--- src/rtl/i2s_serializer.sv ---
// i2s_serializer
//   Parametrised stereo I2S / left-justified transmitter. A left/right
//   sample pair is accepted once per frame through a valid/ready handshake
//   and serialised MSB first. Bit clock, word select and data are all
//   generated from the single audio clock.
//
// Ports
//   clk        audio clock
//   reset      asynchronous, active-high reset
//   in_left    left sample (signed, SAMPLE_WIDTH bits)
//   in_right   right sample (ignored when MONO=1)
//   in_valid   sample pair available
//   in_ready   high only in the frame-start cycle; transfer = valid & ready
//   sclk       bit clock, CLK_PER_BIT clk cycles per period
//   lrck       word select, 0 = left slot, 1 = right slot
//   dac        serial data, MSB first
//   underrun   one-cycle pulse when a frame started without a valid pair
module i2s_serializer #(
    parameter int SAMPLE_WIDTH     = 16,
    parameter int SLOT_WIDTH       = 32,
    parameter int CLK_PER_BIT      = 4,
    parameter bit I2S_MODE         = 1'b1,
    parameter bit MONO             = 1'b0,
    parameter bit HOLD_ON_UNDERRUN = 1'b1
) (
    input  logic                    clk,
    input  logic                    reset,
    input  logic [SAMPLE_WIDTH-1:0] in_left,
    input  logic [SAMPLE_WIDTH-1:0] in_right,
    input  logic                    in_valid,
    output logic                    in_ready,
    output logic                    sclk,
    output logic                    lrck,
    output logic                    dac,
    output logic                    underrun
);

    localparam int PHASE_W     = $clog2(CLK_PER_BIT);
    localparam int BIT_W       = $clog2(SLOT_WIDTH);
    localparam int PAD_W       = SLOT_WIDTH - SAMPLE_WIDTH;
    // In I2S framing the MSB sits one bit below the top of the slot word so
    // that a single 0 bit goes out on the lrck edge before it.
    localparam int ALIGN_SHIFT = PAD_W - (I2S_MODE ? 1 : 0);

    logic [PHASE_W-1:0]      phase;
    logic [BIT_W-1:0]        bit_cnt;
    logic                    channel;
    logic [SAMPLE_WIDTH-1:0] held_left;
    logic [SAMPLE_WIDTH-1:0] held_right;
    logic [SLOT_WIDTH-1:0]   shift_reg;

    logic                    phase_last;
    logic                    bit_last;
    logic                    slot_start;
    logic                    frame_start;
    logic                    transfer;
    logic [SAMPLE_WIDTH-1:0] next_left;
    logic [SAMPLE_WIDTH-1:0] next_right;
    logic [SAMPLE_WIDTH-1:0] slot_sample;
    logic [SLOT_WIDTH-1:0]   slot_word;
    logic [SLOT_WIDTH-1:0]   shift_next;

    assign phase_last  = (phase == PHASE_W'(CLK_PER_BIT - 1));
    assign bit_last    = (bit_cnt == BIT_W'(SLOT_WIDTH - 1));
    assign slot_start  = (phase == '0) && (bit_cnt == '0);
    assign frame_start = slot_start && !channel;
    // Counters sit at zero while reset is held, so gate ready explicitly.
    assign in_ready    = frame_start && !reset;
    assign transfer    = in_valid && in_ready;

    // Pair that the held registers will hold after this cycle. The left slot
    // load uses it directly so an accepted sample plays in the same frame.
    always_comb begin
        next_left  = held_left;
        next_right = held_right;
        if (transfer) begin
            next_left  = in_left;
            next_right = MONO ? in_left : in_right;
        end else if (!HOLD_ON_UNDERRUN) begin
            next_left  = '0;
            next_right = '0;
        end
    end

    assign slot_sample = channel ? held_right : next_left;
    assign slot_word   = {{PAD_W{1'b0}}, slot_sample} << ALIGN_SHIFT;

    always_comb begin
        shift_next = shift_reg;
        if (slot_start) begin
            shift_next = slot_word;
        end else if (phase == '0) begin
            shift_next = shift_reg << 1;
        end
    end

    // Phase / bit / channel counters step as one chained counter.
    always_ff @(posedge clk or posedge reset) begin
        if (reset) begin
            phase   <= '0;
            bit_cnt <= '0;
            channel <= 1'b0;
        end else if (phase_last) begin
            phase <= '0;
            if (bit_last) begin
                bit_cnt <= '0;
                channel <= ~channel;
            end else begin
                bit_cnt <= bit_cnt + 1'b1;
            end
        end else begin
            phase <= phase + 1'b1;
        end
    end

    // Sample capture happens only at frame start; underrun flags a missed pair.
    always_ff @(posedge clk or posedge reset) begin
        if (reset) begin
            held_left  <= '0;
            held_right <= '0;
            underrun   <= 1'b0;
        end else begin
            underrun <= frame_start && !transfer;
            if (frame_start) begin
                held_left  <= next_left;
                held_right <= next_right;
            end
        end
    end

    // Pins are registered from the same counter state, and dac takes the
    // post-load/post-shift MSB so all three pins move on the same edge.
    always_ff @(posedge clk or posedge reset) begin
        if (reset) begin
            shift_reg <= '0;
            sclk      <= 1'b0;
            lrck      <= 1'b0;
            dac       <= 1'b0;
        end else begin
            shift_reg <= shift_next;
            sclk      <= (phase >= PHASE_W'(CLK_PER_BIT / 2));
            lrck      <= channel;
            dac       <= shift_next[SLOT_WIDTH-1];
        end
    end

endmodule

--- config.mk ---
export PLATFORM = sky130hd
export DESIGN_NAME = i2s_serializer
export DESIGN_NICKNAME = d
export VERILOG_FILES = /design/src/rtl/i2s_serializer.sv
export SDC_FILE = /design/constraint.sdc
export NUM_CORES = 1
export LEC_CHECK = 0
export CAP_MARGIN = 20
export CORE_MARGIN = 2
export CORE_UTILIZATION = 54
export DETAILED_ROUTE_END_ITERATION = 8
export PLACE_DENSITY = 0.81
export SETUP_SLACK_MARGIN = 0.2
export SLEW_MARGIN = 20
export SYNTH_ARGS = -nofsm -noshare
export SYNTH_HDL_FRONTEND = slang
export SYNTH_SLANG_ARGS = --single-unit
--- constraint.sdc ---
create_clock -name clk -period 2.3 [get_ports clk]
set_input_delay 0.345 -clock clk [delete_from_list [all_inputs] [get_ports clk]]
set_output_delay 0.345 -clock clk [all_outputs]
set_load 0.02 [all_outputs]
### M1 wires, run 1

Cells faint in the background.
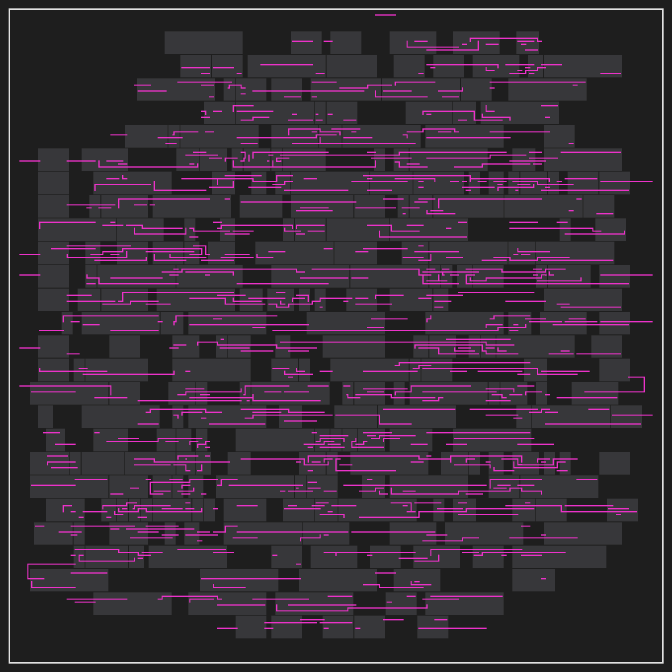
nets with wire on the layer	282
wire length on this layer	2380 um
share of all routed wire	45%

### Met2 routing, run 1

The bar under the picture is 20 um long.
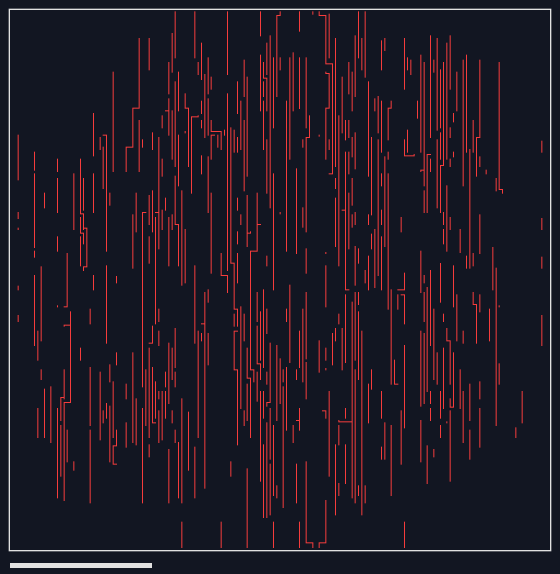
longest straight run	27.5 um
nets with wire on the layer	274
main direction	vertical

==> out/results.tsv, run 1 <==
stage	metric	value	unit
outcome	status	complete, no violations	
critical_path	Reg2Reg Depth	7	
final_timing	Slew headroom	0.645	
yosys	post-synthesis instance area	0.00279	sq mm
clock_network	root buf cell	clkbuf_8	
yosys	synthesis area per yosys	0.00279	sq mm
critical_path	Worst Setup SP	phase[0]$_DFF_PP0_	
drt	Met1 Wirelength	2380	um
critical_path	CP Capture Type	output port	
global_route	Total GRT Usage	0.213	
clock_network	H-tree Lvls	3	
cells_and_area	fill cell count	370	
yosys	Synth async-reset ratio	1.00	
yosys	Synth Warn #	0	
yosys	EDFF count, synth	0	
critical_path	crit path max fanout	3	
drt	DRT iter0 DRCs	128	
flow_run	max-cap violations	0	
cells_and_area	most frequent logic cell in the layout	dfrtp_1	
critical_path	Worst path slowest cell	dfrtp_1	
power	Clock Power Share	0.447	
power	Power Dens Cells	635	mW/mm^2
power	Flop pwr share	0.495	
power	Int Power	1.77	mW
clock_network	setup repair bufs after CTS	0	
clock_network	CTS tree	yes	
yosys	post-synthesis instance total	227	
critical_path	end of the critical path	in_ready	
clock_network	clock transition at the registers of the reported paths	60	ps
global_route	largest net degree at the start of global routing	61	
final_timing	Slew Viols, Final	0	
### Signal wires on met3, run 1

The bar under the picture is 20 um long.
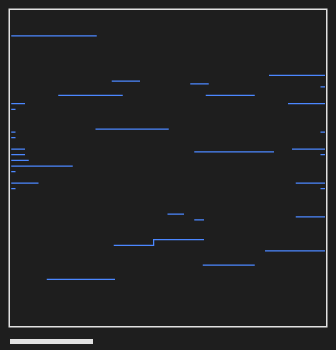
main direction	horizontal
nets with wire on the layer	26
longest straight run	20.2 um
vias: 1841
met3 Use GR: 0.0833
final wirelength: 5320 um

[run 1: cell families (layout without fill, tap and decap cells)]
family | after synthesis | count (layout) | synth area share
AND/OR/NAND/NOR | 52 | 52 | 0.0964
multiplexers | 34 | 34 | 0.160
AND-OR/OR-AND | 39 | 39 | 0.110
XOR/XNOR | 1 | 1 | 0.00314
adder cells (fa/ha/maj) | 6 | 6 | 0.0269
buffers and inverters | 35 | 83 | 0.0654
flip-flops | 60 | 60 | 0.538
[run 1: per-layer routing]
metal  vias up  track usage
met5         -            0
met4         0       0.0663
li1        880            -
met3         6       0.0833
met1       916        0.284
met2        39        0.323
[run 1: what timing repair did]
item,in CTS,in global routing
hold endpoints to repair,0,0
hold buffers,0,0
resized,4,0
setup endpoints to repair,1,0
[run 1: stage by stage]
step / setup slack (ps) / cells / area, sq um
6_report: 294 / 345 / 3480
5_1_grt: 200 / 345 / 3480
4_1_cts: 250 / 345 / 3480
3_5_place_dp: 179 / 331 / 3280
3_3_place_gp: 240 / 331 / 3280
2_1_floorplan: 266 / 227 / 2790
[run 1: area by class of cell]
type / count / area (sq um) / area share
tap: 70 / 87.6 / 0.0252
multi-input combinational: 132 / 1110 / 0.318
clock inverter: 1 / 30.0 / 0.00863
sequential: 60 / 1500 / 0.431
timing repair buffer: 46 / 488 / 0.140
inverter: 23 / 86.3 / 0.0248
clock buffer: 13 / 179 / 0.0514
[run 1: power groups by stage]
stage / sequential, mW / clock [mW] / combinational [mW]
4_1_cts: 1.09 / 1.01 / 0.132
6_report: 1.09 / 0.986 / 0.129
3_5_place_dp: 1.11 / 0 / 0.131
2_1_floorplan: 1.11 / 0 / 0.0523
5_1_grt: 1.09 / 1.06 / 0.142
3_3_place_gp: 1.11 / 0 / 0.129
### Wiring heat map, run 1

The bar under the picture is 20 um long. The die is cut into 15 by 15 equal tiles; dark purple is low, yellow is high, scaled to the fullest tile. Values are wire area over tile area, all layers added.
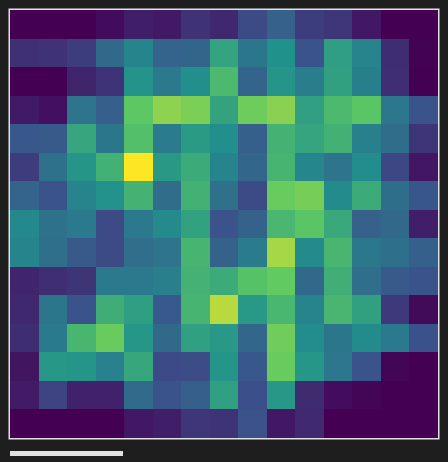

## Run 2: what changed since run 1
Settings changed: CORE_ASPECT_RATIO set to 0.5.
### Wiring heat map, run 2

The bar under the picture is 20 um long. The die is cut into 21 by 11 equal tiles; dark purple is low, yellow is high, scaled to the fullest tile. Values are wire area over tile area, all layers added.
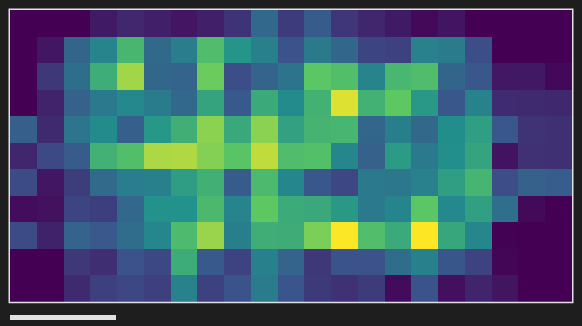
mean over tiles	0.14
densest ninth of the die	middle
tiles over half the peak	27%
nearly empty tiles	11%
Total GRT Usage: 0.206
final wirelength: 5210 um

==> out/results.tsv, run 2 <==
stage	metric	value	unit	change
clock_network	clock transition at the registers of the reported paths	60	ps	about the same
yosys	post-synthesis instance total	227		unchanged
clock_network	hold-fix buffers at CTS	0		unchanged
yosys	Unique cell types	30		
global_route	gr busiest metal	met2		
clock_network	setup repair bufs after CTS	0		unchanged
global_route	largest net degree at the start of global routing	39		-36%
place	Post-Place Cell Area	0.00324	sq mm	-1.2%
cells_and_area	most frequent logic cell in the layout	dfrtp_1		
global_route	met2 usage in global routing	0.324		+0.000859
global_route	M1 GR Usage	0.258		-0.0256
clock_network	post-cts sizing count	3		-1
yosys	Synth async-reset ratio	1.00		unchanged
final_timing	Slew Viols, Final	0		unchanged
clock_network	H-tree Lvls	3		unchanged
final_timing	Slew headroom	0.661		+0.0156
outcome	status	complete, no violations		
power	Clock Power Share	0.416		-0.031
critical_path	Reg2Reg Depth	7		unchanged
critical_path	CP Capture Type	output port		
clock_network	root buf cell	clkbuf_8		
flow_run	max-cap violations	0		unchanged
yosys	Synth Warn #	0		unchanged
drt	Met1 Wirelength	2440	um	+2.5%
place	Setup WS pre-CTS	202	ps	+23.7 ps
yosys	synthesis area per yosys	0.00279	sq mm	unchanged
critical_path	end of the critical path	in_ready		
power	Flop pwr share	0.523		+0.028
power	Power Dens Cells	612	mW/mm^2	-3.5%
clock_network	CTS tree	yes		
critical_path	Worst path slowest cell	dfrtp_1		
critical_path	Worst Setup SP	bit_cnt[0]$_DFFE_PP0P_		
drt	DRT iter0 DRCs	75		-41%
clock_network	Sink Count	60		
yosys	EDFF count, synth	0		unchanged
cells_and_area	post-route cell area	0.00341	sq mm	-1.9%
cells_and_area	Post-Layout Cell Count	345		unchanged
drt	routed wl met3	295	um	
power	Int Power	1.64	mW	-7.2%
yosys	Synth Net Count	268		
cells_and_area	layout cells sized above 1	0.167		
critical_path	CP Data Arrival Time	1640	ps	
global_route	met3 Use GR	0.0833		unchanged
run 2: layout make-up:
class                   instances  area, sq um
multi-input cells             132         1110
clock inverters                 1         5.00
flip-flops and latches         60         1500
repair buffers                 44          448
fillers                       363         1540
inverters                      23         86.3
well taps                      70         87.6
clock buffers                  15          176
run 2: power groups by stage:
| stage | logic (mW) | registers [mW] | clock network [mW] |
|---|---|---|---|
| floorplan | 0.0523 | 1.11 | 0 |
| global placement | 0.126 | 1.11 | 0 |
| detailed placement | 0.129 | 1.11 | 0 |
| CTS | 0.130 | 1.09 | 0.885 |
| global route | 0.141 | 1.09 | 0.920 |
| finish | 0.127 | 1.09 | 0.870 |
run 2: how the worst min path moves through the flow:
stage | from | end | slack, ps | cells after the start
final | reset | underrun$_DFF_PP0_ | 400 | 2
after global routing | reset | underrun$_DFF_PP0_ | 440 | 2
after CTS | reset | lrck$_DFF_PP0_ | 410 | 2
after detailed placement | phase[0]$_DFF_PP0_ | phase[0]$_DFF_PP0_ | 450 | 1
after global placement | phase[0]$_DFF_PP0_ | phase[0]$_DFF_PP0_ | 440 | 1
after floorplan | channel$_DFFE_PP0P_ | lrck$_DFF_PP0_ | 350 | 0
run 2: cell families (layout without fill, tap and decap cells):
| logic type | after synthesis | in the layout | share of synthesized area |
|---|---|---|---|
| mux | 34 | 34 | 0.160 |
| flops | 60 | 60 | 0.538 |
| simple gates | 52 | 52 | 0.0964 |
| xor+xnor | 1 | 1 | 0.00314 |
| fa+ha+maj | 6 | 6 | 0.0269 |
| compound gates | 39 | 39 | 0.110 |
| buf+inv | 35 | 83 | 0.0654 |
## Run 3: what changed since run 2
Settings changed: CORE_UTILIZATION 54 to 55, CTS_BUF_LIST set to sky130_fd_sc_hd__clkbuf_4 sky130_fd_sc_hd__clkbuf_8, PLACE_DENSITY 0.81 to 0.82.
### M1 wires, run 3

Cells faint in the background.
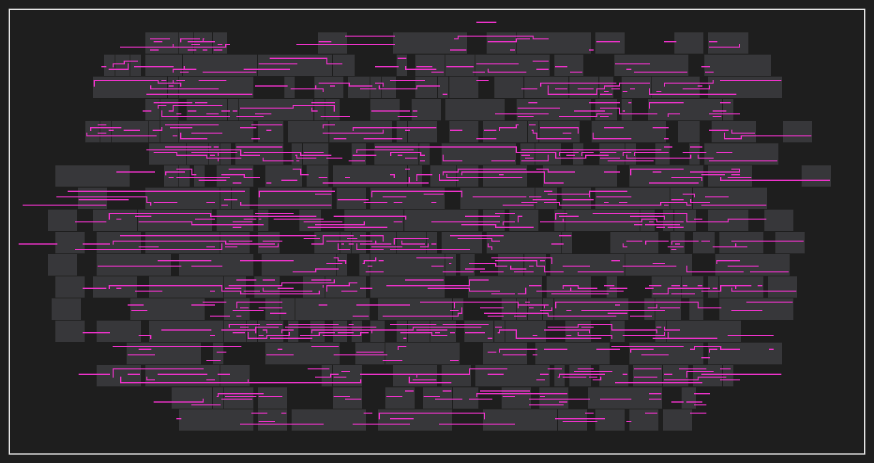
nets with wire on the layer	282
longest straight run	29.4 um
main direction	horizontal

==> out/results.tsv, run 3 <==
stage	metric	value	unit	change
yosys	EDFF count, synth	0		unchanged
cells_and_area	FFs & Latches	60		unchanged
yosys	Synth async-reset ratio	1.00		unchanged
cells_and_area	mi-comb count	132		unchanged
cells_and_area	Comb/total area	0.326		+0.00192
cells_and_area	Non-clk bufs	44		unchanged
cells_and_area	buffering overhead	0.132		+0.000775
clock_network	hold-fix buffers at CTS	0		unchanged
global_route	met3 Use GR	0.0643		-0.0190
critical_path	Worst path slowest cell	dfrtp_1		
drt	Met1 Wirelength	2400	um	-2.0%
cells_and_area	inverter count	23		unchanged
drt	final wirelength	5400	um	+3.6%
final_timing	Slew Viols, Final	0		unchanged
power	Flop pwr share	0.539		+0.016
place	Post-Place Cell Area	0.00324	sq mm	unchanged
critical_path	end of the critical path	in_ready		
global_route	Total GRT Usage	0.206		+0.000536
global_route	largest net degree at the start of global routing	61		+56%
cells_and_area	most frequent logic cell in the layout	dfrtp_1		
clock_network	CTS tree	yes		
outcome	status	complete, no violations		
cells_and_area	# clk buffers	12		-3
cells_and_area	Logic area	0.00111	sq mm	unchanged
cells_and_area	area fraction of clock buffers and clock inverters	0.0476		-0.00559
drt	DRT iter0 DRCs	96		+28%
clock_network	root buf cell	clkbuf_8		
cells_and_area	Seq/total area	0.443		+0.00260
cells_and_area	Top class by area	registers		
flow_run	max-cap violations	0		unchanged
cells_and_area	fill cell count	384		+5.8%
power	Int Power	1.58	mW	-3.9%
power	seq pwr	1.09	mW	about the same
yosys	Synth Warn #	0		unchanged
floorplan	tapcell count	70		unchanged
yosys	Synth Net Count	268		unchanged
power	Comb group	0.127	mW	about the same
yosys	synthesis area per yosys	0.00279	sq mm	unchanged
critical_path	Worst Setup SP	phase[0]$_DFF_PP0_		
cells_and_area	register area	0.00150	sq mm	unchanged
critical_path	Reg2Reg Depth	6		-1
critical_path	CP Capture Type	output port		
clock_network	H-tree Lvls	3		unchanged
drt	routed wl met3	304	um	+3.1%
yosys	Unique cell types	30		unchanged
power	Clk power	0.806	mW	-7.4%
yosys	post-synthesis instance total	227		unchanged
power	Top pwr grp	registers		
==> run 3: cell counts after synthesis <==
No cell type changed its count.
==> run 3: timing repair <==
action | 4_1_cts | 5_1_grt
setup endpoints to repair | 1 | 1
gates resized | 3 | 1
setup buffers | 0 | 0
cloned | 0 | 0
==> run 3: worst min path at each step <==
stage                                    from                        end  slack (ps)  cells past startpoint
after floorplan           channel$_DFFE_PP0P_             lrck$_DFF_PP0_         350                      0
after global placement     phase[0]$_DFF_PP0_         phase[0]$_DFF_PP0_         440                      1
after detailed placement   phase[0]$_DFF_PP0_         phase[0]$_DFF_PP0_         460                      1
after CTS                               reset  shift_reg[30]$_DFFE_PP0P_         440                      3
after global routing                    reset  held_right[1]$_DFFE_PP0P_         470                      3
final                                   reset  shift_reg[16]$_DFFE_PP0P_         410                      3
==> run 3: tightest hold or removal path: cells and delay by family <==
| kind | cells | cell delay, ps |
|---|---|---|
| buf+inv | 3 | 790 |
==> run 3: cell families (layout without fill, tap and decap cells) <==
group	count (synthesis)	after routing	synth area share
AOI/OAI and AO/OA	39	39	0.110
xor gates and xnor gates	1	1	0.00314
adders and majority gates	6	6	0.0269
buffers and inverters	35	82	0.0654
DFF	60	60	0.538
muxes	34	34	0.160
and+or+nand+nor	52	52	0.0964
==> run 3: per-stage QoR <==
| stage | setup WS (ps) | hold slack (ps) | util | power, mW | std cells |
|---|---|---|---|---|---|
| 3_3_place_gp | 273 | 436 | 0.659 | 1.24 | 329 |
| 4_1_cts | 222 | 440 | 0.692 | 2.04 | 344 |
| 3_5_place_dp | 242 | 458 | 0.659 | 1.24 | 329 |
| 6_report | 342 | 410 | 0.691 | 2.03 | 344 |
| 2_1_floorplan | 266 | 349 | - | 1.16 | 227 |
| 5_1_grt | 268 | 466 | 0.691 | 2.09 | 344 |
Power and IR drop assume default switching activity.
